run_1/sizing.png
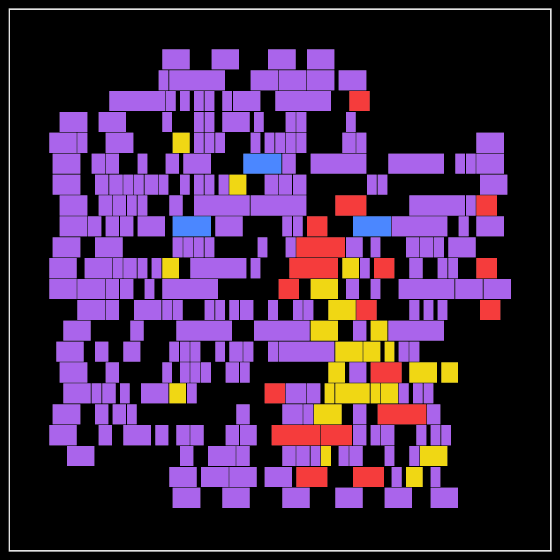
run_1/m2.png
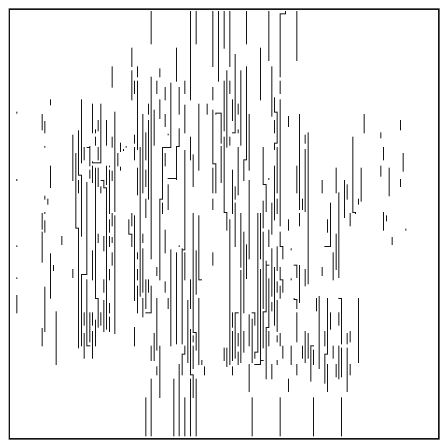
run_1/congestion_map.png
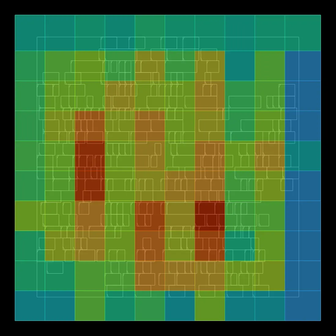
run_1/util_map.png
Bar = 20 um. 7 x 7 tiles, from dark blue (low) to red (high), 0 to 100% covered.
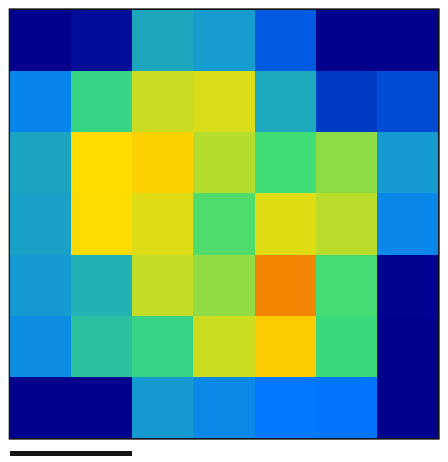
<file path="src/rtl/arb_mux_pkg.sv">
// Shared types and sizing helpers for the arb_mux packet arbiter.
// Latency: n/a (types and constant functions only).
// Backpressure: n/a.
//
// Contents:
//   lock_state_t : packet-lock FSM state (IDLE, LOCKED)
//   ptr_w()      : width of the round-robin pointer, clog2(PORT_NUM) with a floor of 1
package arb_mux_pkg;

    typedef enum logic {
        IDLE   = 1'b0,
        LOCKED = 1'b1
    } lock_state_t;

    // A single-port arbiter still needs a 1-bit pointer so vectors stay legal.
    function automatic int ptr_w(input int n);
        if (n <= 1) begin
            return 1;
        end
        return $clog2(n);
    endfunction

endpackage

</file>
<file path="src/rtl/arb_mux_rr_pick.sv">
// Rotating-base priority pick: first set bit of i_valid at or above i_base, wrapping.
// Latency: combinational.
// Backpressure: none; pure function of its inputs.
//
// Ports:
//   i_valid [N-1:0] : request vector
//   i_base  [W-1:0] : index searched first (must be < N)
//   o_grant [N-1:0] : one-hot winner, all zero when i_valid is zero
module rr_pick #(
    parameter int N = 4,
    parameter int W = 2
) (
    input  logic [N-1:0] i_valid,
    input  logic [W-1:0] i_base,
    output logic [N-1:0] o_grant
);

    logic [N-1:0] w_rot;
    logic [N-1:0] w_pick;

    // Rotate requests right by base so the search always starts at bit 0.
    assign w_rot  = N'({i_valid, i_valid} >> i_base);
    // Lowest set bit of the rotated vector.
    assign w_pick = w_rot & (-w_rot);
    // Rotate the one-hot back left by base; the upper half holds the wrapped result.
    assign o_grant = N'(({w_pick, w_pick} << i_base) >> N);

endmodule

</file>
<file path="src/rtl/arb_mux.sv">
// N:1 valid/ready arbiter-mux with a registered output beat; round-robin or fixed priority.
// Latency: 1 cycle from input transfer to valid_o.
// Backpressure: ready_o only to the winner and only when the output register is empty or draining.
//
// Ports:
//   clk_i, rst_n_i              : clock, synchronous active-low reset
//   data_i/valid_i/last_i       : PORT_NUM packed input channels (channel k at data_i[k*DW +: DW])
//   ready_o                     : per-channel accept, at most one bit set
//   data_o/valid_o/last_o       : registered output beat
//   grant_o                     : one-hot source of the beat on data_o, zero when valid_o=0
//   ready_i                     : downstream accept
// Build option: define ARB_MUX_PKT_LOCK_EN to hold the grant on one channel until its last beat.
module arb_mux
    import arb_mux_pkg::*;
#(
    parameter int DATA_WIDTH = 8,
    parameter int PORT_NUM   = 4,
    parameter int RR_EN      = 1
) (
    input  logic                           clk_i,
    input  logic                           rst_n_i,
    input  logic [DATA_WIDTH*PORT_NUM-1:0] data_i,
    input  logic [PORT_NUM-1:0]            valid_i,
    input  logic [PORT_NUM-1:0]            last_i,
    output logic [PORT_NUM-1:0]            ready_o,
    output logic [DATA_WIDTH-1:0]          data_o,
    output logic                           valid_o,
    output logic                           last_o,
    input  logic                           ready_i,
    output logic [PORT_NUM-1:0]            grant_o
);

    localparam int PW = ptr_w(PORT_NUM);

    logic                  r_valid;
    logic                  r_last;
    logic [DATA_WIDTH-1:0] r_data;
    logic [PORT_NUM-1:0]   r_grant;
    logic [PW-1:0]         r_ptr;

    logic                  w_load;
    logic                  w_in_xfer;
    logic                  w_release;
    logic                  w_win_last;
    logic [DATA_WIDTH-1:0] w_win_data;
    logic [PW-1:0]         w_win_idx;
    logic [PW-1:0]         w_base;
    logic [PW-1:0]         w_ptr_nxt;
    logic [PORT_NUM-1:0]   w_req;
    logic [PORT_NUM-1:0]   w_win_oh;
    logic [PORT_NUM-1:0]   w_ready;

`ifdef ARB_MUX_PKT_LOCK_EN
    lock_state_t         r_state;
    logic [PORT_NUM-1:0] r_lock_oh;

    // While locked only the owning channel is visible to the picker, so other
    // channels wait even when the owner has a bubble in its packet.
    assign w_req     = (r_state == LOCKED) ? (valid_i & r_lock_oh) : valid_i;
    assign w_release = w_in_xfer && w_win_last;

    always_ff @(posedge clk_i) begin
        if (!rst_n_i) begin
            r_state   <= IDLE;
            r_lock_oh <= '0;
        end else begin
            case (r_state)
                IDLE: begin
                    if (w_in_xfer && !w_win_last) begin
                        r_state   <= LOCKED;
                        r_lock_oh <= w_win_oh;
                    end
                end
                LOCKED: begin
                    if (w_release) begin
                        r_state <= IDLE;
                    end
                end
            endcase
        end
    end
`else
    // Every beat is arbitrated independently; last_i is only forwarded.
    assign w_req     = valid_i;
    assign w_release = w_in_xfer;
`endif

    assign w_base = (RR_EN != 0) ? r_ptr : '0;

    rr_pick #(
        .N (PORT_NUM),
        .W (PW)
    ) u_pick (
        .i_valid (w_req),
        .i_base  (w_base),
        .o_grant (w_win_oh)
    );

    assign w_load    = !r_valid || ready_i;
    assign w_ready   = (rst_n_i && w_load) ? w_win_oh : '0;
    assign w_in_xfer = |(valid_i & w_ready);

    // One-hot select of the winner's beat and its index.
    always_comb begin
        w_win_data = '0;
        w_win_last = 1'b0;
        w_win_idx  = '0;
        for (int i = 0; i < PORT_NUM; i++) begin
            if (w_win_oh[i]) begin
                w_win_data = data_i[i*DATA_WIDTH +: DATA_WIDTH];
                w_win_last = last_i[i];
                w_win_idx  = PW'(i);
            end
        end
    end

    assign w_ptr_nxt = (w_win_idx == PW'(PORT_NUM - 1)) ? '0 : w_win_idx + 1'b1;

    always_ff @(posedge clk_i) begin
        if (!rst_n_i) begin
            r_valid <= 1'b0;
            r_last  <= 1'b0;
            r_data  <= '0;
            r_grant <= '0;
            r_ptr   <= '0;
        end else begin
            if (w_in_xfer) begin
                r_valid <= 1'b1;
                r_last  <= w_win_last;
                r_data  <= w_win_data;
                r_grant <= w_win_oh;
            end else if (w_load) begin
                // Drained (or already empty) with nothing new: data/last keep their value.
                r_valid <= 1'b0;
                r_grant <= '0;
            end
            if (w_release) begin
                r_ptr <= w_ptr_nxt;
            end
        end
    end

    assign ready_o = w_ready;
    assign data_o  = r_data;
    assign valid_o = r_valid;
    assign last_o  = r_last;
    assign grant_o = r_grant;

endmodule

</file>
<file path="config.mk">
export PLATFORM = sky130hd
export DESIGN_NAME = arb_mux
export DESIGN_NICKNAME = d
export VERILOG_FILES = /design/src/rtl/arb_mux_pkg.sv /design/src/rtl/arb_mux_rr_pick.sv /design/src/rtl/arb_mux.sv
export SDC_FILE = /design/constraint.sdc
export NUM_CORES = 1
export LEC_CHECK = 0
export ABC_AREA = 1
export CAP_MARGIN = 0
export CORE_MARGIN = 5
export CORE_UTILIZATION = 37
export DETAILED_ROUTE_END_ITERATION = 7
export HOLD_SLACK_MARGIN = 0.05
export PLACE_DENSITY = 0.73
export SLEW_MARGIN = 10
export SYNTH_ARGS = -nofsm -noshare
export SYNTH_HDL_FRONTEND = slang
export SYNTH_SLANG_ARGS = --single-unit
</file>
<file path="constraint.sdc">
create_clock -name clk_i -period 3.69 [get_ports clk_i]
set_clock_uncertainty 0.2 [all_clocks]
set_input_delay 0.738 -clock clk_i [delete_from_list [all_inputs] [get_ports clk_i]]
set_output_delay 0.738 -clock clk_i [all_outputs]
set_load 0.03 [all_outputs]
</file>
==> metrics.yaml, run 1 <==
logic_synthesis:
  async_reset_ff_share_pct: 0
  synth_top_flop_cell: "dfxtp_1"
  ys_sh_mux_pct: 0
  synth_warnings: 0
  netlist_area_mm2: 0.00135
  syn_nets: 257
  xor_share_pct: 0
  top_cells_by_count: "nand3_1 (45), nand2_1 (44), nor2_1 (32)"
  top_cells_by_area: "dfxtp_1 (24%), nand3_1 (17%), nand2_1 (12%), nor2_1 (8.9%), inv_1 (6.7%)"
  aoi_share_pct: 2.23
  top_logic_kind: "simple AND/OR/NAND/NOR gates"
critical_path:
  crit_path_cell_trace: "clkdlybuf4s50_1 -> nand2_1 -> nand3_1 -> nand2_4 -> nand2_2 -> nor2_4 -> nand2_2 -> nand3_4 -> nand3_4 -> inv_1 -> buf_4"
  rr_endpoint: "r_ptr[1]"
  cp-end-kind: "output pin"
  critical_path.top_delay_family: "simple AND/OR/NAND/NOR gates"
  cp_num_cells: 11
  startpoint_type: "primary input"
  crit_end: "ready_o[0]"
  worstSetupPathType: "primary input to output pin"
  startpoint: "valid_i[3]"
  cp_data_required_time_ns: 2.75
cells_and_area:
  syn_to_final_growth_pct: 49.4
  final_nets: 318
  final-clk-cell-share_pct: 2.05
  lay_top_cells: "clkdlybuf4s50_1 (56), nand3_1 (45), nand2_1 (44), nor2_1 (32), inv_1 (24)"
  fill_cells: 374
  buf_share_pct: 31.2
  comb_cells: 161
  comb_area_share_pct: 42.6
worst_hold_path:
  hp-class: "register to register"
  hold_path_depth: 2
power_and_ir_drop:
  powerClk_uw: 130
  p_per_area_mw_per_mm2: 848
  top_power_group: "combinational cells"
  ir_drop_uv: 309
  comb_power_uw: 1290
  p_clk_share_pct: 7.6
  pg_seq_uw: 291
  p_switching_uw: 923
  leakage_uw: 0.000946
timing:
  period_needed_ns: 3.32
  report.final.slew_viol_count: 0
  setup-violations-final: 0
  fmax_mhz: 301
clock_tree:
  htree_levels: 1
  cts.clk_slew.worst_paths_ns: 0.06
  clock_latency_ns: 0.25
  cts_setup_buffers: 0
routing:
  drc_errors: 0
  wl_met3_um: 445
  drt-met1-wl_um: 1580
  drtIter0Drc: 90
global_routing:
  grt_max_degree: 16
  grt_pass1_wl_um: 6570
placement:
  hpwl_um: 3050
  gp_congestion: 0.867
  numPlacedInstances: 318
floorplanning:
  die_height_um: 70.4
  taps: 48
  io_pins: 61
status:
  status: "finished clean"
job:
  drv_cap: 0
About sizing.png:
[x3 and x4] red | cells: 18 | share: 6.6%
[x6 and larger] blue | cells: 3 | share: 1.1%
[x2] yellow | cells: 23 | share: 8.4%
[x1 and smaller] purple | cells: 229 | share: 84%
final setup margin: 0.371 ns
nonclk buf count: 65

About m2.png:
wire length on this layer: 1840 um
share of all routed wire: 48%
main direction: vertical
longest straight run: 29.9 um
GR met2 Demand/Resource: 28.7%
via count: 1520

About congestion_map.png:
Final Util: 55.8%
GR Util All Layers: 16.0%
DR WL/cell: 12.0 um
met3 Use GR: 6.33%

About util_map.png:
emptiest ninth of the die: north-east
fullest tile: 85%
nearly empty tiles: 16%
mean over tiles: 40%
tiles over 75% full: 8.2%
core area: 0.00361 mm2
FP Util: 37.4%

==> run 2, diff against run 1 <==
--- a/config.mk
+++ b/config.mk
@@ -6,7 +6,9 @@
 export NUM_CORES = 1
 export LEC_CHECK = 0
 export ABC_AREA = 1
+export ABC_CLOCK_PERIOD_IN_PS = 3690
 export CAP_MARGIN = 0
+export CORE_ASPECT_RATIO = 1.2
 export CORE_MARGIN = 5
 export CORE_UTILIZATION = 37
 export DETAILED_ROUTE_END_ITERATION = 7
==> run 2 against run 1 <==
Net effect: critical path type unchanged; sequential power hardly changed; core utilization increased by 1.0 points; count of clock-buffer cells in the layout up 1.
==> metrics.yaml, run 2 <==
clock_tree:
  numCtsBuffers: 3
  clock_latency_ns: 0.25  # about the same
  cts.clk_slew.worst_paths_ns: 0.07  # about the same
  htree_levels: 1  # unchanged
  cts_tree: "yes"
  cts_resized: 0
  cts_hold_buf: 0
  cts_setup_buffers: 0  # unchanged
routing:
  wl_met3_um: 409  # -8.1%
  wire_per_inst_um: 12.5  # +4.0%
  dr.pass1.iters: 5
  drt-met1-wl_um: 1520  # -3.6%
  drtIter0Drc: 65  # -28%
  drc_errors: 0  # unchanged
  via_per_inst: 4.89
  top_layer: "met4"
logic_synthesis:
  ys_sh_mux_pct: 0  # unchanged
  top_cell_area_share_pct: 23.8
  netlist_area_mm2: 0.00135  # unchanged
  edf_count: 0
  ys_sh_simple_pct: 61.5
  top_cells_by_area: "dfxtp_1 (24%), nand3_1 (17%), nand2_1 (12%), nor2_1 (8.9%), inv_1 (6.7%)"
  ys_sh_adder_pct: 0
  async_reset_ff_share_pct: 0  # unchanged
  syn_nets: 257  # unchanged
  synth_seq_share_pct: 23.8
  xor_share_pct: 0  # unchanged
  synth_warnings: 0  # unchanged
  top_cells_by_count: "nand3_1 (45), nand2_1 (44), nor2_1 (32)"
  yosys_cells: 214
  top_cell: "nand3_1"
  syn-instance-count: 214
  synth_top_flop_cell: "dfxtp_1"
  top_logic_kind: "simple AND/OR/NAND/NOR gates"
  aoi_share_pct: 2.23  # unchanged
  largest_area_cell: "dfxtp_1"
  synth_flops: 16
  ys_chip_area_mm2: 0.00135
worst_hold_path:
  holdPathEnd: "grant_o[0]"
  hp-class: "register to register"
  hold_path_depth: 2  # unchanged
  hold_path_startpoint: "grant_o[0]"
power_and_ir_drop:
  ir_drop_uv: 382  # +24%
  p_switching_uw: 921  # -0.28%
  seqPwrFrac_pct: 16.7
  p_per_area_mw_per_mm2: 853  # +0.62%
  switching_share_pct: 53.2
  comb_power_uw: 1290  # about the same
  powerClk_uw: 156  # +20%
  p_int_uw: 812
  p_comb_share_pct: 74.3
  pg_seq_uw: 290  # about the same
  p_total_uw: 1730
  top_power_group: "combinational cells"
  leakage_uw: 0.000963  # +1.8%
  p_clk_share_pct: 9.0  # +1.4 points
cells_and_area:
  num_antenna_cells: 0
  regArea_um2: 320
  lay_top_cells: "clkdlybuf4s50_1 (56), nand3_1 (45), nand2_1 (44), nor2_1 (32), inv_1 (24)"
  stdcell_count: 315
  comb_cells: 161  # unchanged
  largest_register_ffs: 8
  fill_cells: 369  # -1.3%
  layout.cells.most_common: "clkdlybuf4s50_1"
  final_nets: 320  # +0.63%
  buffers_excl_clock: 67  # +3.1%
  syn_to_final_growth_pct: 50.7
  final-clk-cell-share_pct: 2.71  # +0.66 points
  comb_area_share_pct: 42.3  # -0.37 points
  seq_area_share_pct: 15.8
  drive_gt1_share_pct: 17.0
  flops: 16
  final-comb-area_um2: 858
  buf_share_pct: 31.7  # +0.47 points
critical_path:
  cp_num_cells: 11  # unchanged
  rr_worst_depth: 12
  cp_data_required_time_ns: 2.75  # about the same
  rrSetupSlack_ns: 1.09
  crit_path_frequent_cell: "nand3_1"
  worstPathBufferInverterCount: 3
  cp_slowest_cell: "clkdlybuf4s50_1"
  rr_endpoint: "r_ptr[1]"
  critical_path.top_delay_family: "simple AND/OR/NAND/NOR gates"
  slowest_delay_ns: 0.47
  worstSetupPathType: "primary input to output pin"
  cp-end-kind: "output pin"
  crit_path_cell_trace: "clkdlybuf4s50_1 -> nand2_1 -> nand3_1 -> nand2_4 -> nand2_2 -> nor2_4 -> nand2_2 -> nand3_1 -> nand3_1 -> inv_1 -> buf_4"
  crit_end: "ready_o[1]"
  startpoint_type: "primary input"
  crit_arrival_ns: 2.39
  rr_startpoint: "r_ptr[0]"
  startpoint: "valid_i[3]"
job:
  drv_cap: 0  # unchanged
placement:
  dp_slack_ns: 0.358
  post_dp_cell_area_mm2: 0.00198
  numPlacedInstances: 311  # -2.2%
  port_buffers: 60
  gp_congestion: 0.814  # -6.1%
  hpwl_um: 3080  # +1.0%
timing:
  report.final.slew_viol_count: 0  # unchanged
  worst_pin_slew_ns: 0.425
  slew_headroom_pct: 71.6
  timing.hold.ws_ns: 0.262
  fin_ws_ns: 0.358  # -0.0129 ns
  setup-violations-final: 0  # unchanged
  fmax_mhz: 300  # -0.39%
  rsz0062_at_grt: "no"
  period_used_pct: 90.3
  finalHoldViolCount: 0
  fin_setup_tns_ns: 0
  period_needed_ns: 3.33  # +0.0129 ns
floorplanning:
  core_mm2: 0.00357  # -0.90%
  rows: 24
  taps: 39  # -19%
  die_w_um: 65.1
  die_height_um: 76.1  # +8.2%
  initial_core_util_pct: 37.7  # +0.34 points
  io_pins: 61  # unchanged
global_routing:
  grt_pass1_wl_um: 6560  # -0.20%
  overflow: 0
  grt_max_degree: 16  # unchanged
  grt_use_met2_pct: 28.7  # -0.031 points
  grt_pass1_vias: 1483
  grt_antenna_before_repair: 0
status:
  status: "finished clean"
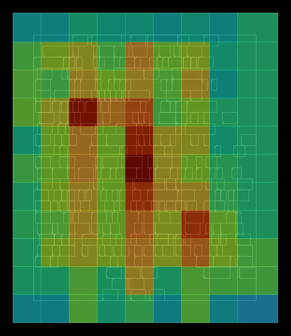
run_2/congestion_map.png
busiest layer in global routing: met2
met3 Use GR: 5.60%
GR Util All Layers: 16.1%
grt met1 use: 18.1%
Final Util: 56.8%

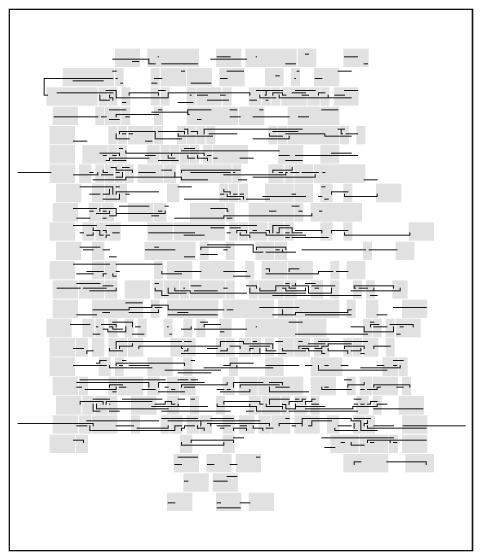
run_2/m1.png
Cells faint in the background.
share of all routed wire: 39%
longest straight run: 21.2 um
nets with wire on the layer: 264
wire length on this layer: 1520 um
main direction: horizontal
via count: 1541
Routed WL: 3940 um

==> run 3, diff against run 2 <==
--- a/config.mk
+++ b/config.mk
@@ -13,7 +13,7 @@
 export CORE_UTILIZATION = 37
 export DETAILED_ROUTE_END_ITERATION = 7
 export HOLD_SLACK_MARGIN = 0.05
-export PLACE_DENSITY = 0.73
+export PLACE_DENSITY = 0.76
 export SLEW_MARGIN = 10
 export SYNTH_ARGS = -nofsm -noshare
 export SYNTH_HDL_FRONTEND = slang
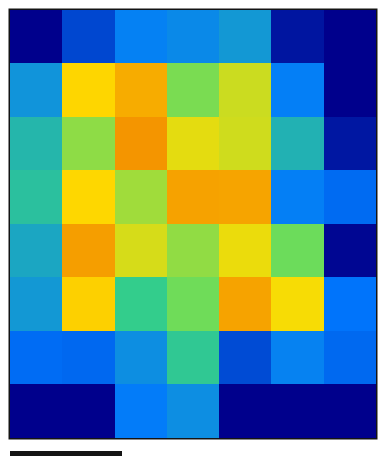
run_3/util_map.png
Bar = 20 um. 7 x 8 tiles, from dark blue (low) to red (high), 0 to 100% covered.
densest ninth of the die: center
nearly empty tiles: 16%
mean over tiles: 40%
fullest tile: 83%
tiles over 75% full: 16%
emptiest ninth of the die: north-east
core area: 0.00357 mm2
FP Util: 37.7%
Final Util: 56.4%

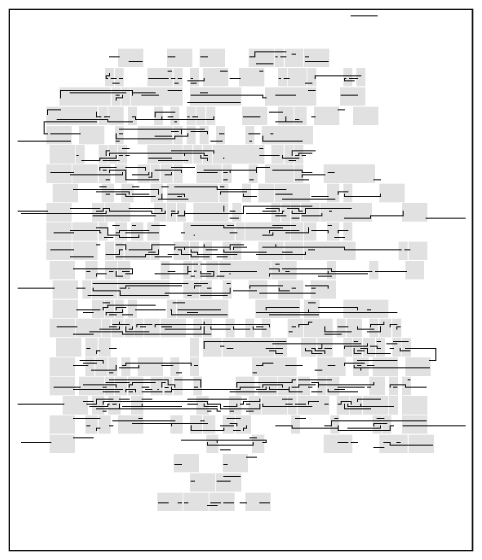
run_3/m1.png
Cells faint in the background.
wire length on this layer: 1540 um
longest straight run: 19.8 um
share of all routed wire: 40%
main direction: horizontal
nets with wire on the layer: 271
grt met1 use: 19.1%
Routed WL: 3830 um
via count: 1563

==> run 3 against run 2 <==
Net effect: area after synthesis unchanged; synthesized cell count unchanged; sequential share of layout area up 0.12 points; first-iteration DRC count down 4.6%; via count up 1.4%; combinational power about the same; highest routed layer unchanged; flip-flop count unchanged; cell area down 0.74%; critical path depth unchanged; non-clock buffer count down 2; power down 0.14%; register-to-register slack worse by 0.02 ns.
==> metrics.yaml, run 3 <==
power_and_ir_drop:
  top_power_group: "combinational cells"
  p_per_area_mw_per_mm2: 858  # +0.61%
  comb_power_uw: 1280  # about the same
  switching_share_pct: 53.4  # +0.27 points
  p_clk_share_pct: 9.1  # about the same
  powerClk_uw: 158  # about the same
  pg_seq_uw: 291  # about the same
  ir_drop_uv: 400  # +4.7%
  leakage_uw: 0.000953  # -1.1%
  p_int_uw: 806  # -0.72%
  p_total_uw: 1730  # -0.14%
timing:
  timing.hold.ws_ns: 0.264  # +0.00123 ns
  setup-violations-final: 0  # unchanged
  finalHoldViolCount: 0  # unchanged
  fin_setup_tns_ns: 0  # unchanged
  report.final.slew_viol_count: 0  # unchanged
  worst_pin_slew_ns: 0.439  # +0.0133 ns
  fmax_mhz: 301  # +0.32%
  rsz0062_at_grt: "no"
  period_used_pct: 90.0  # -0.29 points
  slew_headroom_pct: 70.7  # -0.89 points
logic_synthesis:
  syn-instance-count: 214  # unchanged
  synth_seq_share_pct: 23.8  # unchanged
  ys_sh_mux_pct: 0  # unchanged
  edf_count: 0  # unchanged
  top_logic_kind: "simple AND/OR/NAND/NOR gates"
  top_cell_area_share_pct: 23.8  # unchanged
  async_reset_ff_share_pct: 0  # unchanged
  largest_area_cell: "dfxtp_1"
  synth_warnings: 0  # unchanged
  ys_sh_simple_pct: 61.5  # unchanged
  ys_sh_adder_pct: 0  # unchanged
  top_cell: "nand3_1"
  top_cells_by_count: "nand3_1 (45), nand2_1 (44), nor2_1 (32)"
  top_cells_by_area: "dfxtp_1 (24%), nand3_1 (17%), nand2_1 (12%), nor2_1 (8.9%), inv_1 (6.7%)"
  synth_flops: 16  # unchanged
  netlist_area_mm2: 0.00135  # unchanged
  ys_chip_area_mm2: 0.00135  # unchanged
  synth_top_flop_cell: "dfxtp_1"
  syn_nets: 257  # unchanged
critical_path:
  rrSetupSlack_ns: 1.07  # -0.02 ns
  crit_path_cell_trace: "clkdlybuf4s50_1 -> nand2_1 -> nand3_1 -> nand2_4 -> nand2_2 -> nor2_4 -> nand2_2 -> nand3_1 -> nand3_1 -> inv_1 -> buf_4"
  worstPathBufferInverterCount: 3  # unchanged
  cp_slowest_cell: "clkdlybuf4s50_1"
  crit_path_frequent_cell: "nand3_1"
  crit_end: "ready_o[1]"
  cp_num_cells: 11  # unchanged
  rr_endpoint: "data_o[6]"
  crit_arrival_ns: 2.38  # about the same
  rr_startpoint: "r_ptr[0]"
  rr_worst_depth: 11  # -1
placement:
  post_dp_cell_area_mm2: 0.00196  # -0.76%
  port_buffers: 60  # unchanged
  hpwl_um: 3050  # -1.0%
  numPlacedInstances: 309  # -0.64%
  dp_slack_ns: 0.359  # +0.00112 ns
clock_tree:
  cts_hold_buf: 0  # unchanged
  clock_latency_ns: 0.25  # about the same
  cts_tree: "yes"
  cts_setup_buffers: 0  # unchanged
  htree_levels: 1  # unchanged
cells_and_area:
  buffers_excl_clock: 65  # -3.0%
  comb_cells: 161  # unchanged
  flops: 16  # unchanged
  regArea_um2: 320  # unchanged
  drive_gt1_share_pct: 16.4  # -0.61 points
  fill_cells: 344  # -6.8%
  num_antenna_cells: 0  # unchanged
  buf_share_pct: 31.2  # -0.51 points
  final_nets: 318  # -0.63%
  comb_area_share_pct: 42.6  # +0.31 points
  stdcell_count: 313  # -0.63%
worst_hold_path:
  holdPathEnd: "grant_o[2]"
  hold_path_startpoint: "grant_o[2]"
floorplanning:
  die_w_um: 65.1  # unchanged
  die_height_um: 76.1  # unchanged
  taps: 39  # unchanged
  rows: 24  # unchanged
routing:
  dr.pass1.iters: 4  # -1
  via_per_inst: 4.99  # +2.1%
  wl_met3_um: 353  # -14%
  drtIter0Drc: 62  # -4.6%
  top_layer: "met4"
  wire_per_inst_um: 12.2  # -2.2%
  drc_errors: 0  # unchanged
status:
  status: "finished clean"
global_routing:
  met3_usage_pct: 4.87  # -0.74 points
  grt_usage_pct: 16.2  # +0.11 points
  grt_use_met2_pct: 28.2  # -0.41 points
  grt_pass1_vias: 1509  # +1.8%
  overflow: 0  # unchanged
job:
  drv_cap: 0  # unchanged
Power is estimated from default activity; no workload was simulated.
